`src/rtl/cpu_pkg.sv`:
```
// Shared definitions for the instruction path: opcodes, loader error codes and loader states.
package cpu_pkg;

    localparam int unsigned OPCODE_WIDTH_DEFAULT = 4;

    localparam logic [3:0] OP_NOP   = 4'd0;
    localparam logic [3:0] OP_LOAD  = 4'd1;
    localparam logic [3:0] OP_STORE = 4'd2;
    localparam logic [3:0] OP_ADD   = 4'd3;
    localparam logic [3:0] OP_SUB   = 4'd4;
    localparam logic [3:0] OP_AND   = 4'd5;
    localparam logic [3:0] OP_OR    = 4'd6;
    localparam logic [3:0] OP_XOR   = 4'd7;
    localparam logic [3:0] OP_SHL   = 4'd8;
    localparam logic [3:0] OP_SHR   = 4'd9;
    localparam logic [3:0] OP_JMP   = 4'd10;
    localparam logic [3:0] OP_SMLT  = 4'd11;
    localparam logic [3:0] OP_LAST_LEGAL = OP_SMLT;

    localparam logic [1:0] ERR_NONE   = 2'd0;
    localparam logic [1:0] ERR_LEN    = 2'd1;
    localparam logic [1:0] ERR_OPCODE = 2'd2;
    localparam logic [1:0] ERR_CHKSUM = 2'd3;

    typedef enum logic [2:0] {
        ST_IDLE   = 3'd0,
        ST_LEN_HI = 3'd1,
        ST_LEN_LO = 3'd2,
        ST_WORD   = 3'd3,
        ST_WRITE  = 3'd4,
        ST_DONE   = 3'd5,
        ST_ERROR  = 3'd6,
        ST_CHK    = 3'd7
    } loader_state_e;

endpackage

```
`src/rtl/byte_word_packer.sv`:
```
// Packs an MSB-first byte stream into DATA_WIDTH words; flags the first and last byte of each word.
module byte_word_packer #(
    parameter int unsigned DATA_WIDTH = 32
) (
    input  logic                  clk,
    input  logic                  rst_n,
    input  logic                  clear,
    input  logic                  byte_en,
    input  logic [7:0]            byte_in,
    output logic [DATA_WIDTH-1:0] word,
    output logic                  word_valid,
    output logic                  first_byte
);

    localparam int unsigned BYTES = DATA_WIDTH / 8;
    localparam int unsigned CNT_W = (BYTES > 1) ? $clog2(BYTES) : 1;

    logic [CNT_W-1:0] cnt;
    logic             last_byte;

    assign first_byte = (cnt == '0);
    assign last_byte  = (cnt == CNT_W'(BYTES - 1));
    assign word_valid = byte_en && last_byte;

    // Shift accepted bytes in from the right; the byte counter wraps at each word boundary.
    always_ff @(posedge clk or negedge rst_n) begin
        if (!rst_n) begin
            cnt  <= '0;
            word <= '0;
        end else if (clear) begin
            cnt <= '0;
        end else if (byte_en) begin
            word <= (word << 8) | DATA_WIDTH'(byte_in);
            cnt  <= last_byte ? '0 : cnt + CNT_W'(1);
        end
    end

endmodule

```
`src/rtl/instr_loader.sv`:
```
// Loads a length-prefixed program byte stream into instruction memory while holding the CPU.
// Optional trailing XOR checksum byte: define INSTR_LOADER_CHECKSUM_EN.
module instr_loader
    import cpu_pkg::*;
#(
    parameter int unsigned DATA_WIDTH   = 32,
    parameter int unsigned OPCODE_WIDTH = OPCODE_WIDTH_DEFAULT,
    parameter int unsigned ADDR_WIDTH   = 8
) (
    input  logic                  clk,
    input  logic                  rst_n,
    input  logic                  load_start,
    input  logic [7:0]            rx_data,
    input  logic                  rx_valid,
    output logic                  rx_ready,
    output logic [ADDR_WIDTH-1:0] imem_addr,
    output logic [DATA_WIDTH-1:0] imem_wdata,
    output logic                  imem_we,
    output logic                  cpu_hold,
    output logic                  load_done,
    output logic                  load_err,
    output logic [1:0]            err_code,
    output logic [ADDR_WIDTH:0]   words_loaded
);

    localparam int unsigned DEPTH = 32'd1 << ADDR_WIDTH;

    loader_state_e         state, state_d;
    logic [15:0]           len_q, len_d;
    logic [ADDR_WIDTH-1:0] addr_d;
    logic [ADDR_WIDTH:0]   wl_d;
    logic                  we_d, hold_d, done_d, err_d, ready_d;
    logic [1:0]            code_d;
    logic                  byte_acc, clear, word_valid, first_byte;
    logic [15:0]           len_rx;
    logic                  bad_opcode;
`ifdef INSTR_LOADER_CHECKSUM_EN
    logic [7:0]            csum_q, csum_d;
`endif

    assign byte_acc   = rx_valid && rx_ready;
    assign len_rx     = {len_q[15:8], rx_data};
    assign bad_opcode = rx_data[7 -: OPCODE_WIDTH] > OPCODE_WIDTH'(OP_LAST_LEGAL);

    byte_word_packer #(
        .DATA_WIDTH (DATA_WIDTH)
    ) u_packer (
        .clk        (clk),
        .rst_n      (rst_n),
        .clear      (clear),
        .byte_en    (byte_acc && (state == ST_WORD)),
        .byte_in    (rx_data),
        .word       (imem_wdata),
        .word_valid (word_valid),
        .first_byte (first_byte)
    );

    // Next-state and next-output logic for the load sequence.
    always_comb begin
        state_d = state;
        len_d   = len_q;
        addr_d  = imem_addr;
        wl_d    = words_loaded;
        we_d    = 1'b0;
        hold_d  = cpu_hold;
        done_d  = load_done;
        err_d   = load_err;
        code_d  = err_code;
        clear   = 1'b0;
`ifdef INSTR_LOADER_CHECKSUM_EN
        csum_d  = byte_acc ? (csum_q ^ rx_data) : csum_q;
`endif
        case (state)
            ST_IDLE, ST_DONE, ST_ERROR: begin
                if (load_start) begin
                    state_d = ST_LEN_HI;
                    len_d   = '0;
                    addr_d  = '0;
                    wl_d    = '0;
                    hold_d  = 1'b1;
                    done_d  = 1'b0;
                    err_d   = 1'b0;
                    code_d  = ERR_NONE;
                    clear   = 1'b1;
`ifdef INSTR_LOADER_CHECKSUM_EN
                    csum_d  = '0;
`endif
                end
            end
            ST_LEN_HI: begin
                if (byte_acc) begin
                    len_d   = {rx_data, 8'h00};
                    state_d = ST_LEN_LO;
                end
            end
            ST_LEN_LO: begin
                if (byte_acc) begin
                    len_d = len_rx;
                    if (32'(len_rx) > DEPTH) begin
                        state_d = ST_ERROR;
                        err_d   = 1'b1;
                        code_d  = ERR_LEN;
                    end else if (len_rx == 16'd0) begin
`ifdef INSTR_LOADER_CHECKSUM_EN
                        state_d = ST_CHK;
`else
                        state_d = ST_DONE;
                        done_d  = 1'b1;
                        hold_d  = 1'b0;
`endif
                    end else begin
                        state_d = ST_WORD;
                    end
                end
            end
            ST_WORD: begin
                if (byte_acc) begin
                    if (first_byte && bad_opcode) begin
                        state_d = ST_ERROR;
                        err_d   = 1'b1;
                        code_d  = ERR_OPCODE;
                    end else if (word_valid) begin
                        state_d = ST_WRITE;
                        we_d    = 1'b1;
                    end
                end
            end
            ST_WRITE: begin
                wl_d = words_loaded + (ADDR_WIDTH+1)'(1);
                if (32'(imem_addr) + 32'd1 == 32'(len_q)) begin
`ifdef INSTR_LOADER_CHECKSUM_EN
                    state_d = ST_CHK;
`else
                    state_d = ST_DONE;
                    done_d  = 1'b1;
                    hold_d  = 1'b0;
`endif
                end else begin
                    addr_d  = imem_addr + ADDR_WIDTH'(1);
                    state_d = ST_WORD;
                end
            end
`ifdef INSTR_LOADER_CHECKSUM_EN
            ST_CHK: begin
                if (byte_acc) begin
                    if (rx_data == csum_q) begin
                        state_d = ST_DONE;
                        done_d  = 1'b1;
                        hold_d  = 1'b0;
                    end else begin
                        state_d = ST_ERROR;
                        err_d   = 1'b1;
                        code_d  = ERR_CHKSUM;
                    end
                end
            end
`endif
            default: ;
        endcase
        ready_d = (state_d == ST_LEN_HI) || (state_d == ST_LEN_LO) ||
                  (state_d == ST_WORD)   || (state_d == ST_CHK);
    end

    // State and registered outputs.
    always_ff @(posedge clk or negedge rst_n) begin
        if (!rst_n) begin
            state        <= ST_IDLE;
            len_q        <= '0;
            imem_addr    <= '0;
            words_loaded <= '0;
            imem_we      <= 1'b0;
            cpu_hold     <= 1'b1;
            load_done    <= 1'b0;
            load_err     <= 1'b0;
            err_code     <= ERR_NONE;
            rx_ready     <= 1'b0;
`ifdef INSTR_LOADER_CHECKSUM_EN
            csum_q       <= '0;
`endif
        end else begin
            state        <= state_d;
            len_q        <= len_d;
            imem_addr    <= addr_d;
            words_loaded <= wl_d;
            imem_we      <= we_d;
            cpu_hold     <= hold_d;
            load_done    <= done_d;
            load_err     <= err_d;
            err_code     <= code_d;
            rx_ready     <= ready_d;
`ifdef INSTR_LOADER_CHECKSUM_EN
            csum_q       <= csum_d;
`endif
        end
    end

endmodule
```
`config.mk`:
```
export PLATFORM = sky130hd
export DESIGN_NAME = instr_loader
export DESIGN_NICKNAME = d
export VERILOG_FILES = /design/src/rtl/cpu_pkg.sv /design/src/rtl/byte_word_packer.sv /design/src/rtl/instr_loader.sv
export SDC_FILE = /design/constraint.sdc
export NUM_CORES = 1
export LEC_CHECK = 0
export CAP_MARGIN = 20
export CORE_ASPECT_RATIO = 0.5
export CORE_MARGIN = 4
export CORE_UTILIZATION = 59
export CTS_BUF_LIST = sky130_fd_sc_hd__clkbuf_8
export DETAILED_ROUTE_END_ITERATION = 10
export PLACE_DENSITY = 0.88
export SYNTH_ARGS = -nofsm -noshare
export SYNTH_HDL_FRONTEND = slang
export SYNTH_SLANG_ARGS = --single-unit
```
`constraint.sdc`:
```
create_clock -name clk -period 7.6 [get_ports clk]
set_clock_uncertainty 0.2 [all_clocks]
set_input_delay 1.52 -clock clk [delete_from_list [all_inputs] [get_ports clk]]
set_output_delay 1.52 -clock clk [all_outputs]
set_load 0.05 [all_outputs]
```
**Sequential cells grouped by signal name**

Other sequential cells in the stronger gray, the rest of the logic in the fainter gray.
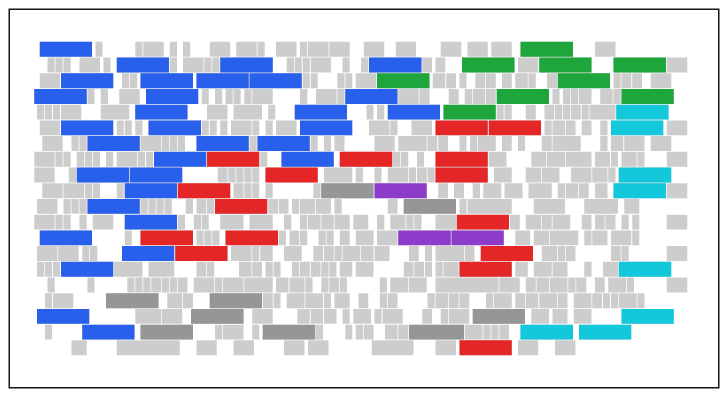
color	name in the netlist	flops
purple	state	3
blue	u_packer.word	32
green	words_loaded	9
red	len_q	16
cyan	imem_addr	8

**Routing congestion map**

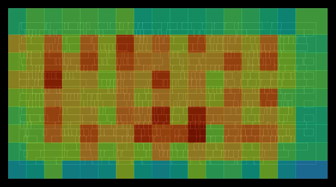
Finished Core Util: 77.0%
busiest grt layer: met2
GR Layer Usage met1: 34.0%
Routed WL per cell: 15.6 µm
GR Util met2: 39.0%

==> results.toml <==
# synthesis and place-and-route metrics
[outcome]
outcome = "complete, no violations"

[flow_run]
maxCapViolations = 0

[routing]
antenna_left = 0
met3WireLength_um = 771
via_per_inst = 5.76
drt-initial-drc-count = 359

[layout]
flops = 77
flop_area_um2 = 1930
num_antenna_cells = 0
final-nonclk-buf-share_pct = 14.5
n_clock_buffer = 9
inverters = 13
reg_top3 = "u_packer.word x32, len_q x16, words_loaded x9"
fin_nets = 527
layout_top_cell = "nand2_1"

[setup_path]
setup.worst_path.class = "in2reg"
r2r_slack_ns = 4.79
cp-startpoint = "rx_data[6]"
cp_slowest_cell = "clkdlybuf4s50_1"
cp.depth = 7
worst-path-max-fanout = 6
r2r_cells = 6
crit_chain = "clkdlybuf4s50_1 > nor4_1 > nand3b_1 > or3_2 > a32oi_1 > maj3_1 > nand2_1"
cp.arrival_ns = 3.67
critPathLaunchType = "primary input"

[logic_synthesis]
area_leaders = "dfrtp_1 49%, nand2_1 16%, o21ai_0 5.0%, nor2_1 1.8%, clkbuf_1 1.7%"
ys.flop_type = "dfrtp_1"
edf_count = 0
netlist-cell-type-count = 59
ys_warn_count = 0
ys_ff = 77
synthArstFlopShare_pct = 100
synthesis.area_um2 = 3870
simple_gate_area_share_pct = 26.8
mux_area_share_pct = 0.775
adder_share_pct = 2.07

[global_routing]
grt_antenna_before_repair = 0
grt_max_degree = 78
first_global_vias = 3248
gr-total-overflow = 0
grt_first_pass_wirelength_mm = 15.7

[power]
p_per_area_nw_per_um2 = 498
powerClk_uw = 326
p_clk_share_pct = 13.7
p_seq_share_pct = 31.7
p_total_mw = 2.38
comb_cell_power_mw = 1.30
p_seq_uw = 754

[clocking]
postCtsSetupRepairBufs = 0
cts.htree.levels = 3
cts_hold_buffers = 0
cts_tree = "built"

[final_timing]
tightest_slew_ns = 1.10
period_minus_slack_ns = 3.65
holdWs_ns = 0.283
slew_headroom_pct = 26.5
finalHoldViolCount = 0
rsz0062_at_grt = "false"
fmax_ghz = 0.274

[placed_design]
placed_area_um2 = 4570

[die]
fp_util_pct = 62.4
die_h_um = 65.3
nWellTaps = 88
die_area_um2 = 8000

[worst_hold_path]
whs_endpoint = "u_packer.word[29]$_DFFE_PN0P_"
**The metal 3 layer**

Bar = 20 µm.
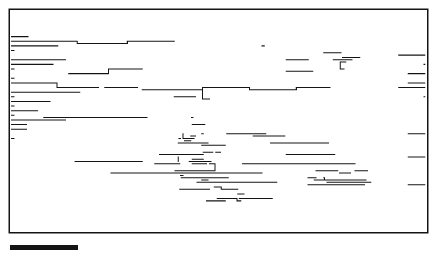
share of all routed wire	8.2%
wire length on this layer	771 µm
longest straight run	44.4 µm
main direction	horizontal

**Logic cells by family**

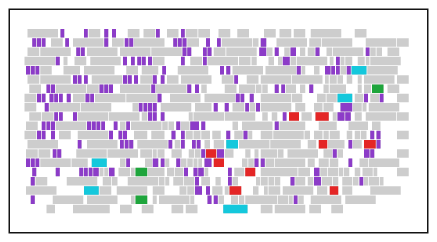
color	family	cells
red	AND-OR and OR-AND gates	9
cyan	adder and majority cells	6
purple	NAND gates	181
green	multiplexers	3

